Figure 1. Cells colored by class (run 1).
Scale bar: 200 µm. Fill, decap, tap and diode cells in gray.
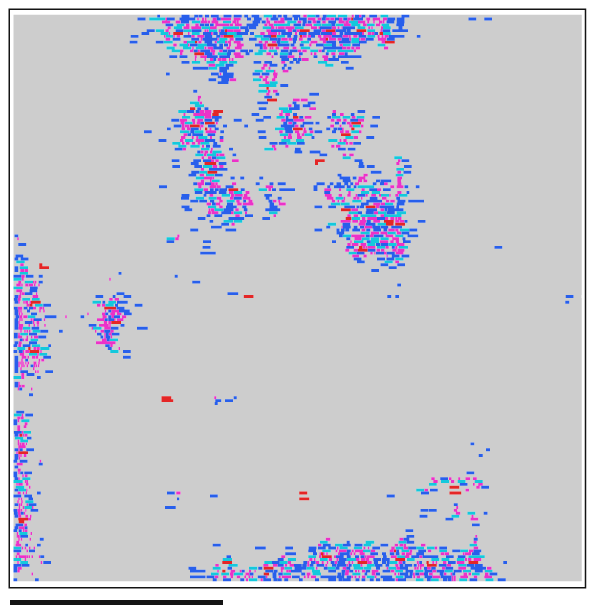
Figure 2. M2 wires (run 1).
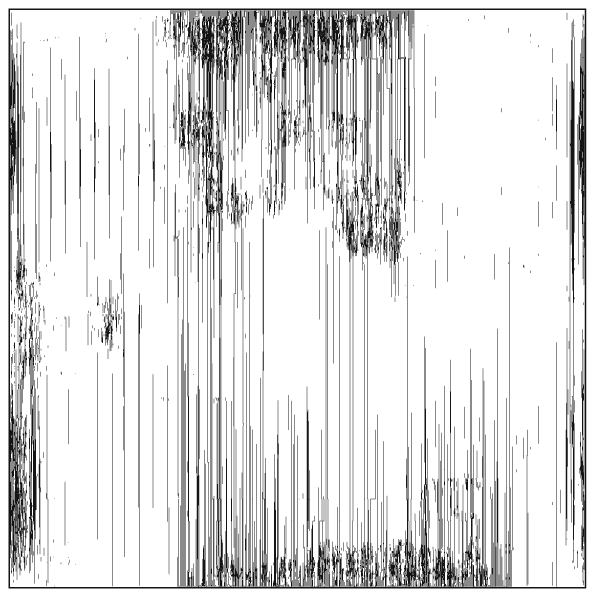
Figure 3. Clock wiring as the flow saved it (run 1).
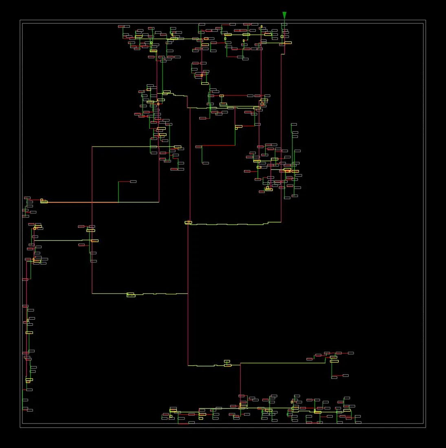
===== src/rtl/cache_arbiter.sv =====
// Arbitrates the single pmem line port between the icache and the dcache.
// Grants one transaction at a time, holds address/data until pmem_resp, alternates on ties.
module cache_arbiter #(
  parameter int unsigned ADDR_WIDTH = 32,
  parameter int unsigned LINE_WIDTH = 256
) (
  input  logic                  clk,
  input  logic                  rst_n,
  input  logic                  i_pmem_read,
  input  logic [ADDR_WIDTH-1:0] i_pmem_address,
  output logic [LINE_WIDTH-1:0] i_pmem_rdata,
  output logic                  i_pmem_resp,
  input  logic                  d_pmem_read,
  input  logic                  d_pmem_write,
  input  logic [ADDR_WIDTH-1:0] d_pmem_address,
  input  logic [LINE_WIDTH-1:0] d_pmem_wdata,
  output logic [LINE_WIDTH-1:0] d_pmem_rdata,
  output logic                  d_pmem_resp,
  output logic                  pmem_read,
  output logic                  pmem_write,
  output logic [ADDR_WIDTH-1:0] pmem_address,
  output logic [LINE_WIDTH-1:0] pmem_wdata,
  input  logic [LINE_WIDTH-1:0] pmem_rdata,
  input  logic                  pmem_resp,
  output logic                  busy
);

  typedef enum logic [1:0] {
    IDLE    = 2'd0,
    SERVE_I = 2'd1,
    SERVE_D = 2'd2
  } state_t;

  typedef struct packed {
    logic                  read;
    logic                  write;
    logic [ADDR_WIDTH-1:0] address;
    logic [LINE_WIDTH-1:0] wdata;
  } pmem_req_t;

  state_t    state;
  state_t    state_next;
  pmem_req_t req;
  pmem_req_t req_next;
  logic      last_d;
  logic      last_d_next;
  logic      busy_next;
  logic      i_req;
  logic      d_req;
  logic      d_wins;

  assign i_req  = i_pmem_read;
  assign d_req  = d_pmem_read | d_pmem_write;
  // On a tie the dcache wins unless it was the last one granted.
  assign d_wins = d_req & (~i_req | ~last_d);

  always_ff @(posedge clk) begin
    if (!rst_n) begin
      state  <= IDLE;
      req    <= '0;
      last_d <= 1'b0;
      busy   <= 1'b0;
    end else begin
      state  <= state_next;
      req    <= req_next;
      last_d <= last_d_next;
      busy   <= busy_next;
    end
  end

  always_comb begin
    state_next  = state;
    req_next    = req;
    last_d_next = last_d;
    case (state)
      IDLE: begin
        if (d_wins) begin
          state_next       = SERVE_D;
          req_next.address = d_pmem_address;
          req_next.wdata   = d_pmem_wdata;
          req_next.write   = d_pmem_write;
          req_next.read    = ~d_pmem_write;
          last_d_next      = 1'b1;
        end else if (i_req) begin
          state_next       = SERVE_I;
          req_next.address = i_pmem_address;
          req_next.wdata   = '0;
          req_next.write   = 1'b0;
          req_next.read    = 1'b1;
          last_d_next      = 1'b0;
        end
      end
      SERVE_I, SERVE_D: begin
        // Completion always returns through IDLE, giving the requester a cycle to drop.
        if (pmem_resp) begin
          state_next     = IDLE;
          req_next.read  = 1'b0;
          req_next.write = 1'b0;
        end
      end
      default: begin
        state_next     = IDLE;
        req_next.read  = 1'b0;
        req_next.write = 1'b0;
      end
    endcase
    busy_next = (state_next != IDLE);
  end

  assign pmem_read    = req.read;
  assign pmem_write   = req.write;
  assign pmem_address = req.address;
  assign pmem_wdata   = req.wdata;

  // Read data is broadcast; only the resp gating selects the consumer.
  assign i_pmem_rdata = pmem_rdata;
  assign d_pmem_rdata = pmem_rdata;
  assign i_pmem_resp  = (state == SERVE_I) & pmem_resp;
  assign d_pmem_resp  = (state == SERVE_D) & pmem_resp;

endmodule


===== config.mk =====
export PLATFORM = sky130hd
export DESIGN_NAME = cache_arbiter
export DESIGN_NICKNAME = d
export VERILOG_FILES = /design/src/rtl/cache_arbiter.sv
export SDC_FILE = /design/constraint.sdc
export NUM_CORES = 1
export LEC_CHECK = 0
export ABC_AREA = 1
export CAP_MARGIN = 10
export CORE_AREA = 3 3 538 540
export CTS_CLUSTER_SIZE = 12
export DETAILED_ROUTE_END_ITERATION = 12
export DIE_AREA = 0 0 541 543
export GPL_ROUTABILITY_DRIVEN = 0
export RECOVER_POWER = 100
export SLEW_MARGIN = 20
export SYNTH_ARGS = -nofsm -noshare
export SYNTH_HDL_FRONTEND = slang
export SYNTH_SLANG_ARGS = --single-unit

===== constraint.sdc =====
create_clock -name clk -period 1.44 [get_ports clk]
set_input_delay 0.288 -clock clk [delete_from_list [all_inputs] [get_ports clk]]
set_output_delay 0.288 -clock clk [all_outputs]
set_load 0.05 [all_outputs]

==> job_summary.md, run 1 <==
## Implementation flow summary

| Metric | Value |
|---|---|
| Layout fillers | 32310 |
| Crit path DRT | 1.15 ns |
| Clock power share | 0.286 |
| Status | complete, but fails checks |
| Yosys reg bits | 294 |
| Longest Clk Path Bufs | 3 |
| Comb area leader | buffers and inverters |
| Post-synthesis mux area share | 0 |
| P_comb | 0.0172 W |
| Seq pwr | 0.0102 W |
| Worst R2R End | pmem_wdata[32] |
| First-pass GRT wire length | 234400 µm |
| Crit path max-delay cell type | dfxtp_2 |
| Net Count, Synth | 2628 |
| WHS Endpoint | pmem_address[20] |
| Violated checks | negative setup slack |
| Total number of vias | 15720 |
| H-tree depth | 2 |
| Cts hold-fix bufs | 0 |
| Worst-path cell chain | inv_2 -> buf_6 -> ha_4 -> nand2_2 -> inv_2 -> buf_12 |
| Starting DRT DRC Count | 1100 |
| Final period util | 1.282 |
| Area delta synth->final | 117.9% |
| Mean Syn Cell Area | 7.447 µm² |
| GRT overflow | 0 |
| Top cells by count | buf_4 (515), nand2_1 (402), dfxtp_1 (294) |
| FF-to-FF path depth | 12 |
| Die X-Extent | 541 µm |
| TritonCTS Buffers | 40 |
| Reg2reg start | state[0] |
| Worst R2R Setup Slack | -0.34 ns |
| Gr usage total | 0.1316 |
| Final hold viol count | 0 |
| Post-DP Area | 26060 µm² |
| Starting density of the core | 0.05336 |
| Reg clk slew, reported paths | 0.05 ns |
| Worst setup margin | -0.4056 ns |
| Most frequent logic cell in the layout | buf_12 |
| Sequential Power Share | 0.266 |
| Post-Synthesis Cell Area | 15210 µm² |
| # setup viols final | 576 |
| Vias in the first global route | 14670 |
| Top-area cell share | 0.3871 |
| Post-place setup slack | -0.5946 ns |
| Chip Area, Yosys | 15210 µm² |
| Slew Viols, Final | 0 |
| Number of remaining DRC errors | 0 |
About Figure 1:
| class | color | cells |
|---|---|---|
| remaining logic cells | magenta | 1106 |
| remaining buffers and delay cells | blue | 861 |
| registers | cyan | 294 |
| clock drivers and dummy loads | red | 73 |
sequential cell area share: 0.1891
Finished Cell Area: 33140 µm²
Row Count: 196
core area: 285000 µm²
Final Util: 0.1163

About Figure 2:
share of all routed wire: 41%
main direction: vertical
longest straight run: 341 µm
nets with wire on the layer: 2460

About Figure 3:
Clock Skew: 0.03096 ns
power in the clock group: 0.0110 W
clk_buf instances: 54
worst skew pair latency: 0.66 ns
FF+latch count: 294

run 1: per-stage QoR:
stage             util  power [W]  setup TNS (ns)  hold WS (ns)  instances
2_1_floorplan        -    0.01873               0        0.4395       2042
4_1_cts         0.1072    0.03720         -112.84       0.06311       6077
5_1_grt         0.1162    0.03998         -118.22        0.1128       6109
6_report        0.1163    0.03843          -83.17        0.1301       6117
3_5_place_dp   0.09145    0.02304         -149.18        0.4735       5898
3_3_place_gp   0.09145    0.02301         -139.07        0.4766       5898
run 1: what timing repair did:
item,CTS,global route
pin swaps,137,165
endpoints found under the setup margin,573,586
resized,513,556
cloned,36,18
buffers inserted,70,23
run 1: logic make-up (layout without fill, tap and decap cells):
kind of cell	count (synthesis)	after routing
DFF	294	294
other	0	21
and+or+nand+nor	761	761
buffers and inverters	719	1011
AOI/OAI and AO/OA	264	264
adders and majority gates	4	4
run 1: state kept, by name, indices dropped and copies added (netlist names):
register / cells
pmem_wdata: 256
pmem_address: 32
state: 2
busy: 1
pmem_write: 1
last_d: 1
pmem_read: 1
run 1: metal layers:
layer | routed length (µm) | GRT usage | vias to the layer above
li1 | - | - | 6614
met1 | 49010 | 0.09148 | 7053
met2 | 83850 | 0.1897 | 1504
met3 | 60320 | 0.1801 | 525
met4 | 12050 | 0.06202 | 24
met5 | 430 | 0.006904 | -
run 1: layout make-up:
type,count,share of cell area
Multi-Input combinational cell,1029,0.2246
Timing Repair Buffer,861,0.3923
Antenna cell,21,0.001586
Inverter,77,0.009174
Clock buffer,54,0.03390
Tap cell,3762,0.1420
Sequential cell,294,0.1891
Clock inverter,19,0.007362
run 1: critical path, delay by kind of cell, from the launching register on:
kind,cells,cell delay (ns)
buf+inv,4,0.33
simple gates,1,0.06
flops,1,0.33
fa+ha+maj,1,0.14
==> run 2: changes to the inputs <==
--- a/config.mk
+++ b/config.mk
@@ -12,7 +12,9 @@
 export DETAILED_ROUTE_END_ITERATION = 12
 export DIE_AREA = 0 0 541 543
 export GPL_ROUTABILITY_DRIVEN = 0
+export PLACE_DENSITY = 0.3
 export RECOVER_POWER = 100
+export SKIP_CTS_REPAIR_TIMING = 1
 export SLEW_MARGIN = 20
 export SYNTH_ARGS = -nofsm -noshare
 export SYNTH_HDL_FRONTEND = slang
Figure 4. M2 wires (run 2).
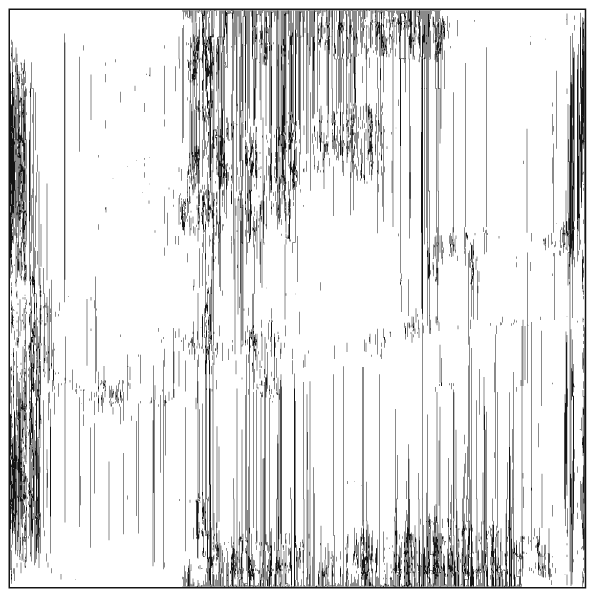
drt total wl: 185700 µm
met2 usage: 0.1660

==> job_summary.md, run 2 <==
## Implementation flow summary

| Metric | Value |
|---|---|
| H-tree depth | 2 (unchanged) |
| Pwr top | combinational logic (unchanged) |
| Number of remaining DRC errors | 0 (unchanged) |
| Clock power share | 0.318 (was 0.286) |
| Top-area cell share | 0.3871 (unchanged) |
| Via density | 2.548 (was 2.570) |
| YS warnings | 0 (unchanged) |
| Die X-Extent | 541 µm (unchanged) |
| Final non-filler cell total | 6222 (was 6117) |
| Post-synth EDFFs | 0 (unchanged) |
| Max Clk Rate | 0.5325 GHz (was 0.5418 GHz) |
| Die H | 543 µm (unchanged) |
| Starting DRT DRC Count | 588 (was 1100) |
| Crit path DRT | 1.15 ns (about the same) |
| Status | complete, but fails checks (unchanged) |
| WL met1 | 52850 µm (was 49010 µm) |
| TritonCTS Buffers | 50 (was 40) |
| P_comb | 0.0190 W (was 0.0172 W) |
| Vias in the first global route | 14520 (was 14670) |
| Sequential Power Share | 0.239 (was 0.266) |
| Worst Setup EP | d_pmem_resp (unchanged) |
| Worst-path cell chain | inv_2 -> buf_6 -> ha_4 -> nand2_2 -> inv_2 -> buf_12 (unchanged) |
| Boundary Pins | 1387 (unchanged) |
| Pleak | 13.59 nW (was 12.14 nW) |
| Slew margin rel. | 0.6564 (was 0.6332) |
| Power in the clock group | 0.0137 W (was 0.0110 W) |
| Total number of vias | 15860 (was 15720) |
| Max incr delay on CP | 0.33 ns (about the same) |
| Crit path max-delay cell type | dfxtp_2 (unchanged) |
| Starting density of the core | 0.05336 (unchanged) |
| Final hold viol count | 0 (unchanged) |
| Longest Clk Path Bufs | 3 (unchanged) |
| Worst setup margin | -0.4380 ns (was -0.4056 ns) |
| Area delta synth->final | 141.4% (was 117.9%) |
| Net Count, Synth | 2628 (unchanged) |
| Endpoint type of the worst setup path | output port (unchanged) |
| Mean Syn Cell Area | 7.447 µm² (unchanged) |
| Ys async rst share | 0 (unchanged) |
| WHS Endpoint | pmem_address[3] (was pmem_address[20]) |
| Crit path time final | 1.878 ns (was 1.846 ns) |
| Worst R2R Setup Slack | -0.30 ns (was -0.34 ns) |
| Gr usage total | 0.1099 (was 0.1316) |
| Reg2reg start | state[1] (was state[0]) |
| OpenROAD warning count | 30 (was 31) |
| Main synth FF type | dfxtp_1 (unchanged) |
| First-pass GRT wire length | 200900 µm (was 234400 µm) |
| Post-place setup slack | -0.8618 ns (was -0.5946 ns) |
| Antenna violations before repair | 83 (was 95) |
| Least-Margin Pin Slew | 0.5135 ns (was 0.5502 ns) |
| Routed wire length on met3 | 43930 µm (was 60320 µm) |
| Placed insts | 5899 (was 5898) |
| Top cells by count | buf_4 (515), nand2_1 (402), dfxtp_1 (294) (unchanged) |
| Reg clk slew, reported paths | 0.06 ns (was 0.05 ns) |
| Most frequent logic cell in the layout | buf_12 (unchanged) |
| # setup viols final | 585 (was 576) |
| Most instantiated logic cells after routing | buf_12 (356), clkdlybuf4s50_1 (324), a21oi_2 (233) (was buf_12 (360), clkdlybuf4s50_1 (324), nand2_1 (236)) |
| Row Count | 196 (unchanged) |
| Chip Area, Yosys | 15210 µm² (unchanged) |
| Layout fillers | 32240 (was 32310) |
| FF-to-FF path depth | 11 (was 12) |
| Crit Path Category | reg2out (unchanged) |
| Routed WL per cell | 29.84 µm (was 33.62 µm) |
| Final period util | 1.304 (was 1.282) |
| Core area | 285000 µm² (unchanged) |
| Top-count cell post-synth | buf_4 (unchanged) |
| Uppermost layer routed | met5 (unchanged) |
| GRT overflow | 0 (unchanged) |
| Number of flip-flops under the largest register name | 256 (unchanged) |
| Clock Skew | 0.02154 ns (was 0.03096 ns) |
| Yosys reg bits | 294 (unchanged) |
| WHS Path Cells | 4 (unchanged) |
| Switching portion of total power | 0.3873 (was 0.3943) |
| Slew Viols, Final | 0 (unchanged) |
| Worst skew pair latency | 0.70 ns (was 0.66 ns) |
| Die ar. | 293800 µm² (unchanged) |
| Worst R2R End | pmem_wdata[89] (was pmem_wdata[32]) |
| Violated checks | negative setup slack (unchanged) |
| Wire length on met2 | 80830 µm (was 83850 µm) |
| Unrepaired setup endpoints after global routing | yes (unchanged) |
| Seq pwr | 0.0102 W (about the same) |
| Post-Synthesis Cell Area | 15210 µm² (unchanged) |
run 2: routing by layer:
metal | GRT usage | vias up
li1 | - | 6840
met1 | 0.08609 | 7308
met2 | 0.1660 | 1251
met3 | 0.1328 | 438
met4 | 0.03970 | 18
met5 | 0 | -
run 2: worst max-delay path: cells and delay by family, from the launching register on:
family	cells	cell delay (ns)
and+or+nand+nor	1	0.06
buffers and inverters	4	0.36
DFF	1	0.33
adders and majority gates	1	0.15
run 2: logic make-up (layout without fill, tap and decap cells):
kind of cell | Yosys count | count (layout) | synth area share
buffers and inverters | 719 | 1127 | 0.3119
adders and majority gates | 4 | 4 | 0.003291
DFF | 294 | 294 | 0.3871
AOI/OAI and AO/OA | 264 | 264 | 0.08739
other | 0 | 9 | 0
and+or+nand+nor | 761 | 762 | 0.2103
run 2: area by class of cell:
class | count | area [µm²] | share of cell area
Timing Repair Buffer | 958 | 14150 | 0.3854
Timing Repair inverter | 2 | 17.52 | 0.0004772
Tap cell | 3762 | 4707 | 0.1282
Sequential cell | 294 | 6704 | 0.1826
Clock buffer | 63 | 1371 | 0.03736
Inverter | 77 | 311.5 | 0.008487
Multi-Input combinational cell | 1030 | 9025 | 0.2458
Antenna cell | 9 | 22.52 | 0.0006135
Clock inverter | 27 | 401.6 | 0.01094
run 2: through the flow:
step	total power, W	hold WS [ns]	setup TNS, ns	utilization	area (µm²)
2_1_floorplan	0.01873	0.4395	0	-	15210
3_3_place_gp	0.02338	0.4580	-193.49	0.09139	26040
3_5_place_dp	0.02335	0.4624	-196.70	0.09139	26040
4_1_cts	0.03767	0.005126	-127.92	0.09761	27820
5_1_grt	0.04509	0.04548	-127.55	0.1288	36700
6_report	0.04289	0.09221	-81.11	0.1288	36710
Power is estimated from default activity; no workload was simulated.
